==> config.mk <==
export PLATFORM = sky130hd
export DESIGN_NAME = adder_acc
export DESIGN_NICKNAME = d
export VERILOG_FILES = /design/src/rtl/adder_acc.sv
export SDC_FILE = /design/constraint.sdc
export NUM_CORES = 1
export LEC_CHECK = 0
export CORE_MARGIN = 1.5
export CORE_UTILIZATION = 52
export CTS_CLUSTER_DIAMETER = 80
export DETAILED_ROUTE_END_ITERATION = 12
export HOLD_SLACK_MARGIN = 0.08
export PLACE_DENSITY = 0.83
export SYNTH_ARGS = -nofsm -noshare
export SYNTH_HDL_FRONTEND = slang
export SYNTH_SLANG_ARGS = --single-unit
==> constraint.sdc <==
create_clock -name clk -period 3.63 [get_ports clk]
set_clock_uncertainty 0.2 [all_clocks]
set_input_delay 0.363 -clock clk [delete_from_list [all_inputs] [get_ports clk]]
set_output_delay 0.363 -clock clk [all_outputs]
set_load 0.005 [all_outputs]
==> src/rtl/adder_acc.sv <==
// adder_acc: batches M accepted adder samples into a widened total and
// presents it on a valid/ready output port.
// Optional feature: `ADDER_ACC_CLR_EN adds a synchronous batch-abort input clr.
module adder_acc #(
   parameter  int N = 3,
   parameter  int M = 4,
   localparam int W = N + 1 + $clog2(M)
) (
   input  logic         clk,
   input  logic         rst_n,
   input  logic [N:0]   suma,
   input  logic         in_valid,
   output logic         in_ready,
   output logic [W-1:0] acc_out,
   output logic         out_valid,
`ifdef ADDER_ACC_CLR_EN
   input  logic         clr,
`endif
   input  logic         out_ready
);

   // Counter must hold 0..M-1; keep at least one bit so M=1 still elaborates.
   localparam int          CW   = (M > 1) ? $clog2(M) : 1;
   localparam logic [CW-1:0] LAST = CW'(M - 1);

   typedef enum logic {ACUM, DONE} state_t;

   state_t        state, state_nx;
   logic [W-1:0]  acc;
   logic [CW-1:0] cnt;
   logic          accept, last, abort;

`ifdef ADDER_ACC_CLR_EN
   assign abort = clr;
`else
   assign abort = 1'b0;
`endif

   // Ready depends on state only, so no path from in_valid reaches an output.
   assign in_ready = (state == ACUM);
   assign accept   = in_valid && in_ready;
   assign last     = (cnt == LAST);

   // State register.
   always_ff @(posedge clk or negedge rst_n) begin
      if (!rst_n) state <= ACUM;
      else        state <= state_nx;
   end

   // Next state: close the batch on the M-th accept, reopen after the output handshake.
   always_comb begin
      state_nx = state;
      case (state)
         ACUM: if (accept && last) state_nx = DONE;
         DONE: if (out_ready)      state_nx = ACUM;
         default:                  state_nx = ACUM;
      endcase
      if (abort) state_nx = ACUM;
   end

   // Datapath: accumulate, emit the batch total, drop valid after the handshake.
   always_ff @(posedge clk or negedge rst_n) begin
      if (!rst_n) begin
         acc       <= '0;
         cnt       <= '0;
         acc_out   <= '0;
         out_valid <= 1'b0;
      end else if (abort) begin
         // Abort discards the partial batch and any pending result; acc_out is left as is.
         acc       <= '0;
         cnt       <= '0;
         out_valid <= 1'b0;
      end else begin
         if (accept) begin
            if (last) begin
               acc_out   <= acc + W'(suma);
               acc       <= '0;
               cnt       <= '0;
               out_valid <= 1'b1;
            end else begin
               acc <= acc + W'(suma);
               cnt <= cnt + 1'b1;
            end
         end
         if (state == DONE && out_ready) out_valid <= 1'b0;
      end
   end

endmodule

Fig. 1: routing congestion map
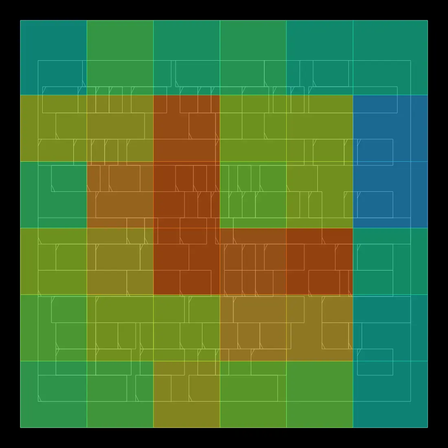
met1 Use GR: 0.211
routed len/inst: 13.3 um
met3 Use GR: 0.0517
GRT Util Overall: 0.187

==> impl_metrics.tcl <==
# yosys + openroad results
set metrics [dict create \
    pwr-share-seq 0.377 \
    largest_class "flip-flops and latches" \
    n_sequential_cell 16 \
    port_buffers 15 \
    cts.clk_slew.worst_paths_ps 100 \
    p_comb_frac 0.481 \
    top_layer_used "met4" \
    endpoint_kind "register" \
    hp-start "out_valid$_DFFE_PN0P_" \
    grt_pass1_wl_mm 2.44 \
    synthArstFlopShare 1.00 \
    worstSetupPathType "primary input to register" \
    avgSynthCellArea_um2 10.3 \
    p_switching_uw 304 \
    post_cts_buffers 0 \
    cp_data_arrival_time_ps 1900 \
    worstRegToRegCells 6 \
    wirelength_mm 1.46 \
    drive_gt1_frac 0.0947 \
    warnings 26 \
    ys_seq_share 0.500 \
    p_comb_uw 408 \
    htree_levels 1 \
    wl_met3_um 62 \
    cts_tree "built" \
    maxSlewHeadroom 0.526 \
    die_y_um 42.2 \
    drt-met1-wl_um 656 \
    final_nets 110 \
    max_freq_mhz 519 \
    grt_use_met2 0.329 \
    status "finished, final reports clean" \
    holdWs_ps 280 \
    synth.net_count 92 \
    ios 16 \
    drtAntennaViolNets 0 \
    reg2reg_slack_ps 1800 \
    setup_violations 0 \
    cts_made_buffers 3 \
    finalSetupTns_ps 0 \
    mi_logic_area_um2 375 \
    tightest_slew_ps 709 \
    nFillCells 104 \
]
Fig. 2: pin placement
Bar = 10 um. Pins as bars across the die edge, other pins in grey.
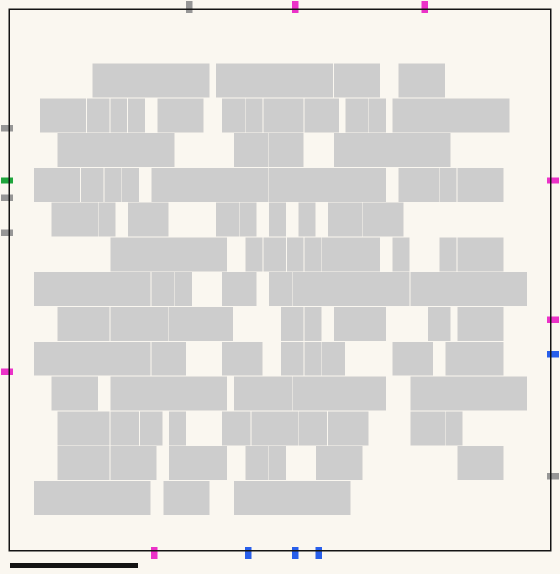
colour	port	pins	direction	edge
blue	suma	4	input	3 bottom, 1 right
magenta	acc_out	6	output	2 top, 2 right, 1 bottom, 1 left
green	out_ready	1	input	left
all pins by edge	5 left, 4 bottom, 4 right, 3 top

## kinds of logic (layout without fill, tap and decap cells)
family | after synthesis | count (layout) | synth area share
AND-OR/OR-AND | 18 | 18 | 0.144
XOR/XNOR | 4 | 4 | 0.0437
adder cells (fa/ha/maj) | 6 | 6 | 0.103
buffers and inverters | 6 | 23 | 0.0312
flip-flops | 16 | 16 | 0.500
multiplexers | 3 | 3 | 0.0422
AND/OR/NAND/NOR | 25 | 25 | 0.136
## how the worst max path moves through the flow
stage,from,to,slack [ps],cells after the start
global route,suma[0],acc[4]$_DFFE_PN0P_,1660,7
finish,suma[0],acc[4]$_DFFE_PN0P_,1700,7
detailed placement,suma[1],acc[5]$_DFFE_PN0P_,1400,6
floorplan,suma[0],acc[4]$_DFFE_PN0P_,1940,6
global placement,suma[0],acc[4]$_DFFE_PN0P_,1440,7
CTS,suma[1],acc[5]$_DFFE_PN0P_,1710,6
## placed cells by master, fill, tap and decap left out, types with 2 or more instances in the layout
cell              n
clkbuf_4          3
nor2_1            3
clkdlybuf4s50_1  15
ha_1              5
dfrtp_1          16
xnor2_1           4
nand2_1          15
inv_1             4
o21ai_0           9
o31ai_1           2
nand3_1           4
mux2_2            3
nand2b_1          2
## registers in the layout, indices dropped and copies added, names as in the netlist
name       flops
acc_out        6
cnt            2
out_valid      1
state          1
acc            6
## through the flow
| stage | instance area (um2) | instances |
|---|---|---|
| after global routing | 996 | 110 |
| after floorplan | 801 | 78 |
| after CTS | 996 | 110 |
| after detailed placement | 960 | 106 |
| after global placement | 960 | 106 |
| final | 996 | 110 |
## worst max-delay path, delay by kind of cell
family | cells | cell delay, ps
fa+ha+maj | 2 | 650
buf+inv | 1 | 400
compound gates | 2 | 280
simple gates | 2 | 210
Power figures rest on the tool's default switching activity, not on a simulated workload.
